### config.mk
export PLATFORM = sky130hd
export DESIGN_NAME = video_dynamic_ram_readout_serializer
export DESIGN_NICKNAME = d
export VERILOG_FILES = /design/src/rtl/video_board_pkg.sv /design/src/rtl/video_pixel_select.sv /design/src/rtl/video_dynamic_ram_readout_serializer.sv
export SDC_FILE = /design/constraint.sdc
export NUM_CORES = 1
export LEC_CHECK = 0
export ABC_AREA = 1
export CORE_UTILIZATION = 28
export DETAILED_ROUTE_END_ITERATION = 8
export DONT_BUFFER_PORTS = 1
export HOLD_SLACK_MARGIN = 0.02
export RECOVER_POWER = 25
export SETUP_SLACK_MARGIN = 0.1
export SYNTH_ARGS = -nofsm -noshare
export SYNTH_HDL_FRONTEND = slang
export SYNTH_HIERARCHICAL = 1
export SYNTH_SLANG_ARGS = --single-unit
### constraint.sdc
create_clock -name CLK -period 1.6 [get_ports CLK]
set_input_delay 0.32 -clock CLK [delete_from_list [all_inputs] [get_ports CLK]]
set_output_delay 0.32 -clock CLK [all_outputs]
set_load 0.05 [all_outputs]
### src/rtl/video_board_pkg.sv
// Shared types and constants for the video DRAM readout serializer.
// Optional feature macro used by the readout: VIDEO_READOUT_HFLIP_EN
// (horizontal flip through HF_AL).
package video_board_pkg;

  localparam int PIXELS_PER_WORD = 4;
  localparam int COUNT_W         = 3;

  // One output pixel, ordered {R,G,B,Z}.
  typedef logic [3:0] pixel_t;

  // Readout sequencing states.
  typedef enum logic [1:0] {
    IDLE   = 2'd0,
    SHIFT  = 2'd1,
    STARVE = 2'd2
  } state_e;

  // One DRAM read word: four planes, bit n of each plane belongs to pixel n.
  typedef struct packed {
    logic [3:0] r;
    logic [3:0] g;
    logic [3:0] b;
    logic [3:0] z;
  } dram_word_t;

  localparam logic [COUNT_W-1:0] RST_COUNT  = '0;
  localparam logic [COUNT_W-1:0] LAST_COUNT = COUNT_W'(PIXELS_PER_WORD - 1);
  localparam pixel_t             RST_PIXEL  = 4'h0;
  localparam dram_word_t         RST_WORD   = '0;
  localparam logic [7:0]         RST_DB     = 8'h00;

endpackage

### src/rtl/video_pixel_select.sv
// Pixel index generation and bit pick out of the shifter word.
// With VIDEO_READOUT_HFLIP_EN defined, HF_AL=0 mirrors the pixel order
// inside a word; without it the order is always ascending and HF_AL is unused.
module video_pixel_select
  import video_board_pkg::*;
(
  input  dram_word_t word,
  input  logic [1:0] count,
  input  logic       hf_al,
  output pixel_t     pixel
);

  logic [1:0] index;

`ifdef VIDEO_READOUT_HFLIP_EN
  assign index = hf_al ? count : (2'd3 - count);
`else
  logic unused_hf_al;
  assign unused_hf_al = hf_al;
  assign index        = count;
`endif

  assign pixel = {word.r[index], word.g[index], word.b[index], word.z[index]};

endmodule

### src/rtl/video_dynamic_ram_readout_serializer.sv
// Video DRAM readout serializer: double-buffers 4-pixel DRAM words
// (hold -> shifter), emits one {R,G,B,Z} pixel per PIX_EN, flags starvation
// and overruns in a sticky UNDERRUN, and serves CPU byte readback of the
// DRAM planes during EXCT cycles.
// Optional feature macro: VIDEO_READOUT_HFLIP_EN (horizontal flip via HF_AL).
module video_dynamic_ram_readout_serializer
  import video_board_pkg::*;
(
  input  logic       CLK,
  input  logic       RST,
  input  logic       PIX_EN,
  input  logic       LOAD,
  input  logic [3:0] DXR,
  input  logic [3:0] DXG,
  input  logic [3:0] DXB,
  input  logic [3:0] DXZ,
  input  logic       EN,
  input  logic       HF_AL,
  input  logic       EXCT,
  input  logic       RD_STB,
  input  logic       PLANE_SEL,
  output pixel_t     PIX_RGBZ,
  output logic       PIX_VALID,
  output logic       UNDERRUN,
  output logic [7:0] DB_OUT,
  output logic       RD_ACK
);

  state_e               state_q, state_d;
  dram_word_t           hold_q, shift_q, dx_word;
  logic                 hold_valid_q;
  logic [COUNT_W-1:0]   count_q;
  logic                 load_ok, rd_ok, word_end;
  logic                 take_hold, take_direct, advance;
  logic                 starve_enter, overwrite, pix_active;
  pixel_t               pixel;

  // A CPU access cycle owns the DX bus, so display loads are blocked then.
  assign load_ok  = LOAD && !EXCT;
  assign rd_ok    = RD_STB && EXCT;
  assign dx_word  = '{r: DXR, g: DXG, b: DXB, z: DXZ};
  assign word_end = PIX_EN && (count_q == LAST_COUNT);

  // State register.
  always_ff @(posedge CLK) begin
    // NOTE: sequential state uses non-blocking assignments so every register
    // samples pre-edge values regardless of statement order.
    if (RST) state_q <= IDLE;
    else     state_q <= state_d;
  end

  // Next-state logic: a word in hold starts or resumes shifting; running
  // off the end of a word with nothing queued and no coinciding load starves.
  always_comb begin
    // NOTE: default first so no path leaves state_d unassigned (no latch).
    state_d = state_q;
    case (state_q)
      IDLE:    if (hold_valid_q) state_d = SHIFT;
      SHIFT:   if (word_end && !hold_valid_q && !load_ok) state_d = STARVE;
      STARVE:  if (hold_valid_q) state_d = SHIFT;
      default: state_d = IDLE;
    endcase
  end

  // Control outputs of the sequencer for the datapath below.
  always_comb begin
    take_hold    = 1'b0;
    take_direct  = 1'b0;
    advance      = 1'b0;
    starve_enter = 1'b0;
    pix_active   = 1'b0;
    case (state_q)
      IDLE, STARVE: take_hold = hold_valid_q;
      SHIFT: begin
        pix_active = 1'b1;
        if (PIX_EN) begin
          if (count_q != LAST_COUNT) advance      = 1'b1;
          else if (hold_valid_q)     take_hold    = 1'b1;
          // Load arriving exactly at the word boundary with hold empty goes
          // straight to the shifter so the pixel stream stays contiguous.
          else if (load_ok)          take_direct  = 1'b1;
          else                       starve_enter = 1'b1;
        end
      end
      default: ;
    endcase
    // A queued word replaced before it was ever consumed is lost data.
    overwrite = load_ok && hold_valid_q && !take_hold;
  end

  // Hold/shift datapath, pixel counter and sticky underrun flag.
  always_ff @(posedge CLK) begin
    if (RST) begin
      // NOTE: hold and shifter contents are reset too, so a word in flight
      // at reset can never reach the pixel output afterwards.
      hold_q       <= RST_WORD;
      hold_valid_q <= 1'b0;
      shift_q      <= RST_WORD;
      count_q      <= RST_COUNT;
      UNDERRUN     <= 1'b0;
    end else begin
      if (take_hold)        shift_q <= hold_q;
      else if (take_direct) shift_q <= dx_word;

      if (take_hold || take_direct) count_q <= RST_COUNT;
      else if (advance)             count_q <= count_q + 3'd1;

      // A load during a hold->shifter transfer refills hold, keeping order.
      if (load_ok && !take_direct) begin
        hold_q       <= dx_word;
        hold_valid_q <= 1'b1;
      end else if (take_hold) begin
        hold_valid_q <= 1'b0;
      end

      if (starve_enter || overwrite) UNDERRUN <= 1'b1;
    end
  end

  video_pixel_select u_pixel_select (
    .word  (shift_q),
    .count (count_q[1:0]),
    .hf_al (HF_AL),
    .pixel (pixel)
  );

  // Registered pixel output; blanked when the layer is off or not shifting.
  always_ff @(posedge CLK) begin
    if (RST) begin
      PIX_RGBZ  <= RST_PIXEL;
      PIX_VALID <= 1'b0;
    end else begin
      PIX_RGBZ  <= (EN && pix_active) ? pixel : RST_PIXEL;
      PIX_VALID <= EN && pix_active;
    end
  end

  // CPU readback of a plane pair with a one-cycle acknowledge.
  always_ff @(posedge CLK) begin
    if (RST) begin
      DB_OUT <= RST_DB;
      RD_ACK <= 1'b0;
    end else begin
      if (rd_ok) DB_OUT <= PLANE_SEL ? {DXZ, DXR} : {DXG, DXB};
      RD_ACK <= rd_ok;
    end
  end

endmodule

==> impl_metrics.toml, run 1 <==
# generated from flow reports
[worst_setup_path]
r2r-start = "count_q[1]"
cp_max_fo = 8
worst_setup_path_startpoint = "count_q[1]"
start_kind = "flop"
end_kind = "flop"

[route]
met3_length_um = 468
drt-wirelength-per-cell_um = 12.5
drcViolationCount = 0
vias = 2355
wl_met2_um = 2830
viasPerCell = 4.58
wl_met1_um = 3030
drtPass1Iterations = 6
wirelength_um = 6420

[cts]
cts_buffers = 5
clock.latency.late_pin_ns = 0.33
postCtsSetupBuffers = 2
cts_max_level = 2
clk_path_buf_depth = 2
clkSlewWorstSetupHoldPaths_ns = 0.11
cts_tree = "yes"
cts_resized = 16

[min_path]
hold_class = "in2reg"

[logic_synthesis]
post_synth_num_cell_types = 23
ys_top_logic_family = "simple AND/OR/NAND/NOR gates"
synth_nets = 426
yosysCellCount = 399
yosys.area_share.adder_pct = 0.961
compound_area_share_pct = 6.53
ys_area_um2 = 2600
synthSimpleGateAreaFrac_pct = 38.9
syn_avg_cell_area_um2 = 6.53
yosys-top-cells-area = "dfxtp_1 41%, nand2_1 16%, nand3_1 13%"
yosysTopAreaCellShare_pct = 40.7
netlist_instances = 399
ys_warn_count = 6
xor_area_share_pct = 0.336

[floorplanning]
die_height_um = 98.5
die_x_um = 98.5
chip_area_um2 = 9690

[power_and_ir_drop]
intPower_mw = 1.85
p_leak_nw = 1.39
combPwrFrac_pct = 13.7
seq_power_mw = 1.49
combinationalPower_mw = 0.366
ir_worst_vdd_uv = 412
p_switching_mw = 0.824

[placement]
gp_congestion = 0.801
dpl_cell_area_um2 = 2760
place_ws_ns = -0.000672

[final_timing]
rsz0062_at_grt = "yes"
finalHoldViolCount = 0
layout_setup_ws_ns = 0.0692
setup_viol = 0
tns_ns = 0
fin_crit_sh_pct = 95.7
worst_pin_slew_ns = 0.521

[finish]
flop_area_um2 = 1060
lay_top_count = "nand2_1"
final_cell_mix = "110 x nand2_1, 68 x nand3_1, 51 x dfxtp_1, 51 x inv_1, 36 x nor2_1"
syn2layout_area_growth_pct = 15.8
fill_cells = 948
final_cell_count_no_fill = 514
drive_gt1_share_pct = 14.0
layout.nets = 432

[run_status]
status = "finished clean"

[global_route]
grt_pass1_vias = 2248
antenna_found_initial = 0
grt_overflow = 0
grt_first_pass_wirelength_um = 10800
grt_max_degree = 23

[job]
cap_violations = 0
warning_count = 29
[run 1: state kept, by name, indices dropped and copies added (netlist names), 2 cells and up]
name / count
DB_OUT: 8
PIX_RGBZ: 4
count_q: 3
hold_q: 16
shift_q: 16
state_q: 2
[run 1: critical path: stages (launching register included)]
cell,delay [ns]
dfxtp_2,0.37
ha_4,0.14
ha_4,0.13
nand2_4,0.06
nor2_4,0.14
nand3_4,0.11
nand2_4,0.11
clkinvlp_4,0.20
nor2_1,0.15
nor2_1,0.04
[run 1: Yosys cell counts]
library cell,instances
inv_2,11
buf_4,3
clkinv_1,1
ha_1,2
xor2_1,1
nand2_1,112
a21oi_1,20
buf_6,1
o21ai_0,2
nand3b_1,1
nand2_2,3
nor2_1,42
buf_2,5
inv_4,1
nor2_2,2
inv_1,51
o211ai_1,8
nand3_1,68
nand3_2,1
clkbuf_1,7
nand2_4,1
dfxtp_1,53
nor2_4,3
[run 1: cell type report]
| class | count | share of cell area [%] |
|---|---|---|
| inverter | 64 | 8.13 |
| timing repair buffer | 13 | 4.77 |
| tap | 108 | 4.48 |
| multi-input combinational | 267 | 44.0 |
| clock buffer | 5 | 2.28 |
| timing repair inverter | 1 | 0.249 |
| clock inverter | 3 | 0.830 |
| sequential | 53 | 35.3 |
[run 1: path summary, 6_finish.rpt]
path	endpoint	slack, ns	cells past startpoint
setup / recovery	shift_q[6]	0.07	9
hold / removal	UNDERRUN	0.05	1
setup reg to reg	shift_q[6]	0.07	9
hold reg to reg	hold_q[4]	0.46	2
[run 1: routing by layer]
layer  global-route usage, %  vias up
met3                    4.11        6
met5                       0        -
met2                    21.7       68
met1                    19.0     1032
met4                    4.48        0
li1                        -     1249
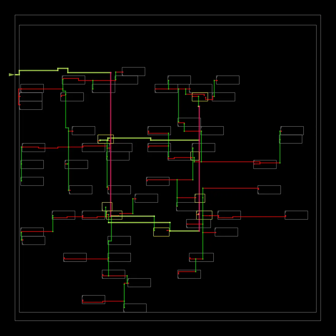
Figure 1: run 1, clock nets.
Flop Count: 53
# clock sinks: 53
Clk. pwr: 0.815 mW
clkbuf count: 5

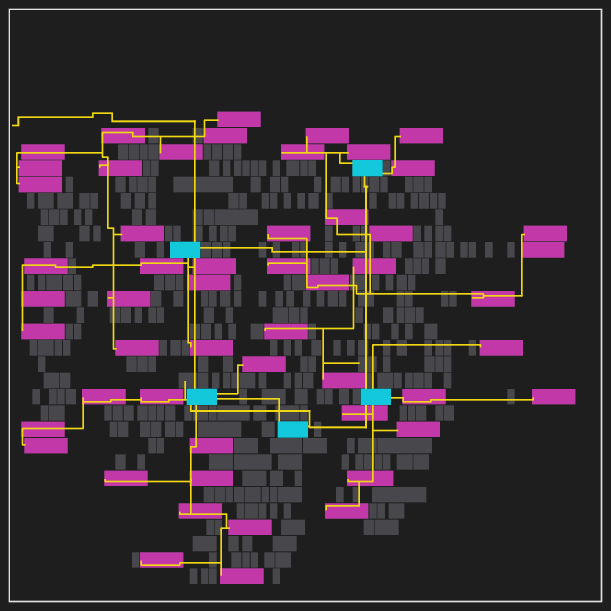
Figure 2: run 1, routed clock nets over the placement.
Drawn at 6 px/um.
Cyan stands for cells driving clock nets, count 5. Yellow stands for clock wires, length 753 um. Magenta stands for flip-flops, count 53.
There are 6 routed clock nets.
Clock Skews: 0.00764 ns
Clock power frac: 30.5%

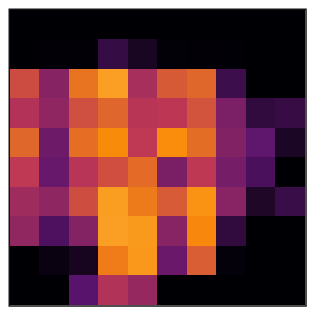
Figure 3: run 1, local utilization.
Drawn at 3 px/um. 10 x 10 tiles, from black (low) to pale yellow (high), 0 to 100% covered.
The emptiest ninth of the die: top right. The densest ninth of the die: middle. 34% of the tiles are nearly empty.
Util after Layout: 34.1%
Placeable Area: 8850 um^2
FP Util: 29.4%

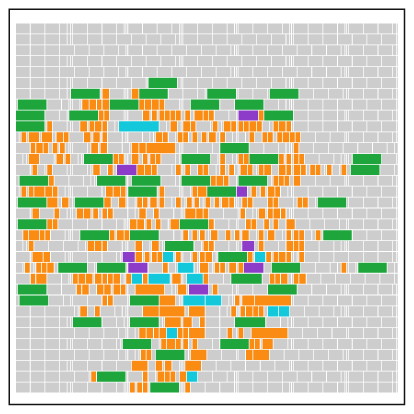
Figure 4: run 1, cell classes on the final placement.
Drawn at 4 px/um. Fill, decap, tap and diode cells in grey.
Orange stands for all other logic, cells 332, share of their area 55%. Green stands for flops, cells 53, share of their area 37%. Purple stands for clock drivers and dummy loads, cells 8, share of their area 3.3%. Cyan stands for other buffers and delay cells, cells 13, share of their area 5.0%.
row cnt: 34
sequential cell area share: 35.3%
final instance area: 3020 um^2

==> run 2, diff against run 1 <==
--- a/config.mk
+++ b/config.mk
@@ -8,9 +8,9 @@
 export ABC_AREA = 1
 export CORE_UTILIZATION = 28
 export DETAILED_ROUTE_END_ITERATION = 8
-export DONT_BUFFER_PORTS = 1
 export HOLD_SLACK_MARGIN = 0.02
 export RECOVER_POWER = 25
+export REMOVE_ABC_BUFFERS = 1
 export SETUP_SLACK_MARGIN = 0.1
 export SYNTH_ARGS = -nofsm -noshare
 export SYNTH_HDL_FRONTEND = slang
==> run 2 against run 1 <==
Compared with the run above: clock skew fell by 0.0024 ns; area after synthesis did not move; synthesized cell count did not move; final area rose by 12%; combinational power rose by 52%; clock power fell by 7.2%; final cell count rose by 8.9%; die size did not move; core utilization rose by 4.0 points; power rose by 2.6%; critical path type unchanged; first-iteration DRC count rose by 19%; sequential share of layout area fell by 3.7 points.
==> impl_metrics.toml, run 2 <==
# generated from flow reports
[global_route]
grt_max_degree = 22
grt_overflow = 0
antenna_found_initial = 0

[route]
drcViolationCount = 0
drtPass1Iterations = 7
vias = 2539
wirelength_um = 6380
viasPerCell = 4.53

[cts]
postCtsSetupBuffers = 1
clock-sinks = 53
cts_max_level = 2
cts_buffers = 5
cts_tree = "yes"
clkSlewWorstSetupHoldPaths_ns = 0.10
clk_path_buf_depth = 2
cts_resized = 18
clock.latency.late_pin_ns = 0.31

[logic_synthesis]
yosys-top-cells-area = "dfxtp_1 41%, nand2_1 16%, nand3_1 13%"
yosysTopAreaCellShare_pct = 40.7
netlist_instances = 399
yosysCellCount = 399
ys_warn_count = 6
common_cells = "112 x nand2_1, 68 x nand3_1, 53 x dfxtp_1, 51 x inv_1, 42 x nor2_1"
async_reset_ff_share_pct = 0
synth-edff-count = 0

[finish]
layout.nets = 478
final_cell_count_no_fill = 560
final_cell_mix = "110 x nand2_1, 68 x nand3_1, 51 x dfxtp_1, 51 x inv_1, 38 x nor2_1"
lay_top_count = "nand2_1"
flop_area_um2 = 1060
reg_top3 = "hold_q (16), shift_q (16), DB_OUT (8)"
drive_gt1_share_pct = 17.0
fin_area_um2 = 3370

[job]
warning_count = 28

[floorplanning]
fp_util_pct = 29.4
coreArea_um2 = 8850
chip_area_um2 = 9690

[placement]
place_ws_ns = -0.108
gp_congestion = 0.818
dpl_cell_area_um2 = 3190

[worst_setup_path]
critPathTopFamily = "simple AND/OR/NAND/NOR gates"
start_kind = "flop"
cp_cell_sequence = "ha_4, ha_4, nand2_4, nor2_4, buf_4, nand2_2, nand2_4, buf_12, nand2_1, a21oi_1"
timing.critical_path.buf_inv = 2
end_kind = "flop"
cp_max_fo = 15

[min_path]
hold_class = "reg2reg"

[final_timing]
fin_crit_sh_pct = 93.4
fin_skew_ns = 0.00523
setup_viol = 0
layout_setup_ws_ns = 0.106
tns_ns = 0

[run_status]
status = "finished clean"
[run 2: cell count changes in the layout (fill, tap and decap cells not counted), moves of 2 or more]
cell and change:
nor2_1 +2, buf_8 -2, nor2_2 -2, buf_4 +11, clkbuf_2 +8, buf_12 +4, clkinv_2 +2, a21oi_2 +5
a21oi_1 -5, clkdlybuf4s50_1 +22, buf_6 -2, clkbuf_1 +6
[run 2: power by group]
part | switching [mW] | internal [mW] | leakage (nW)
sequential | 0.0390 | 1.39 | 0.435
clock | 0.452 | 0.303 | 0.0439
combinational | 0.334 | 0.221 | 1.07
total | 0.825 | 1.92 | 1.55
[run 2: final cells by class]
cell class              count  area share [%]
multi-input cells         266            39.0
flip-flops and latches     53            31.5
repair buffers             60            15.4
inverters                  64            7.27
well taps                 108            4.01
clock buffers               5            2.04
clock inverters             3           0.519
repair inverters            1           0.223
[run 2: worst paths after layout]
path / start / endpoint / slack (ns) / depth (start not counted)
setup reg to reg: count_q[0] / hold_q[10] / 0.11 / 10
hold reg to reg: hold_q[13] / hold_q[13] / 0.46 / 2
hold / removal: hold_q[13] / hold_q[13] / 0.46 / 2
setup / recovery: count_q[0] / hold_q[10] / 0.11 / 10
[run 2: worst min-delay path, stage by stage (launching register included)]
cell and delay (ns):
dfxtp_1 0.32, nand2_1 0.06, a21oi_1 0.05
[run 2: kinds of logic after synthesis]
logic type,synth area share [%]
fa+ha+maj,0.960
xor+xnor,0.336
buf+inv,12.6
compound gates,6.53
simple gates,38.9
flops,40.7
[run 2: routing by layer]
layer  wire length, um  part of all wire (%)  up-vias  track usage, %
li1                  -                     -     1337               -
met1              3170                    50     1143            19.2
met2              2920                    46       52            22.4
met3               215                   3.4        7            2.84
met4                72                   1.1        0            3.56
met5                 0                     0        -               0
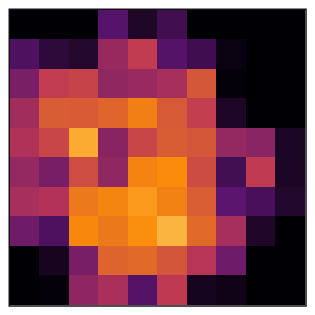
Figure 5: run 2, local utilization.
Drawn at 3 px/um. 10 x 10 tiles, from black (low) to pale yellow (high), 0 to 100% covered.
The densest ninth of the die: middle. The fullest tile reaches 84%. 22% of the tiles are nearly empty.
Util after Layout: 38.1%

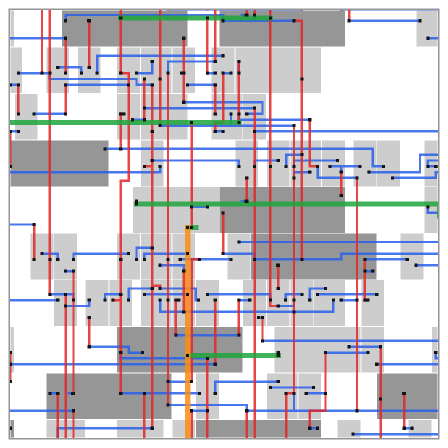
Figure 6: run 2, layout detail.
Window x 37 to 62, y 37 to 62 um. Cells in grey, sequential cells in the stronger grey; small squares are vias.
Orange stands for met4. Blue stands for met1. Green stands for met3. Red stands for met2.
54 logic cells have their middle in the window. Most frequent: inv_1 (12), nor2_1 (12), nand2_1 (9). Netlist names of flops here include `shift_q` (7). Sequential cells in the window: 7.

Power is estimated from default activity; no workload was simulated.
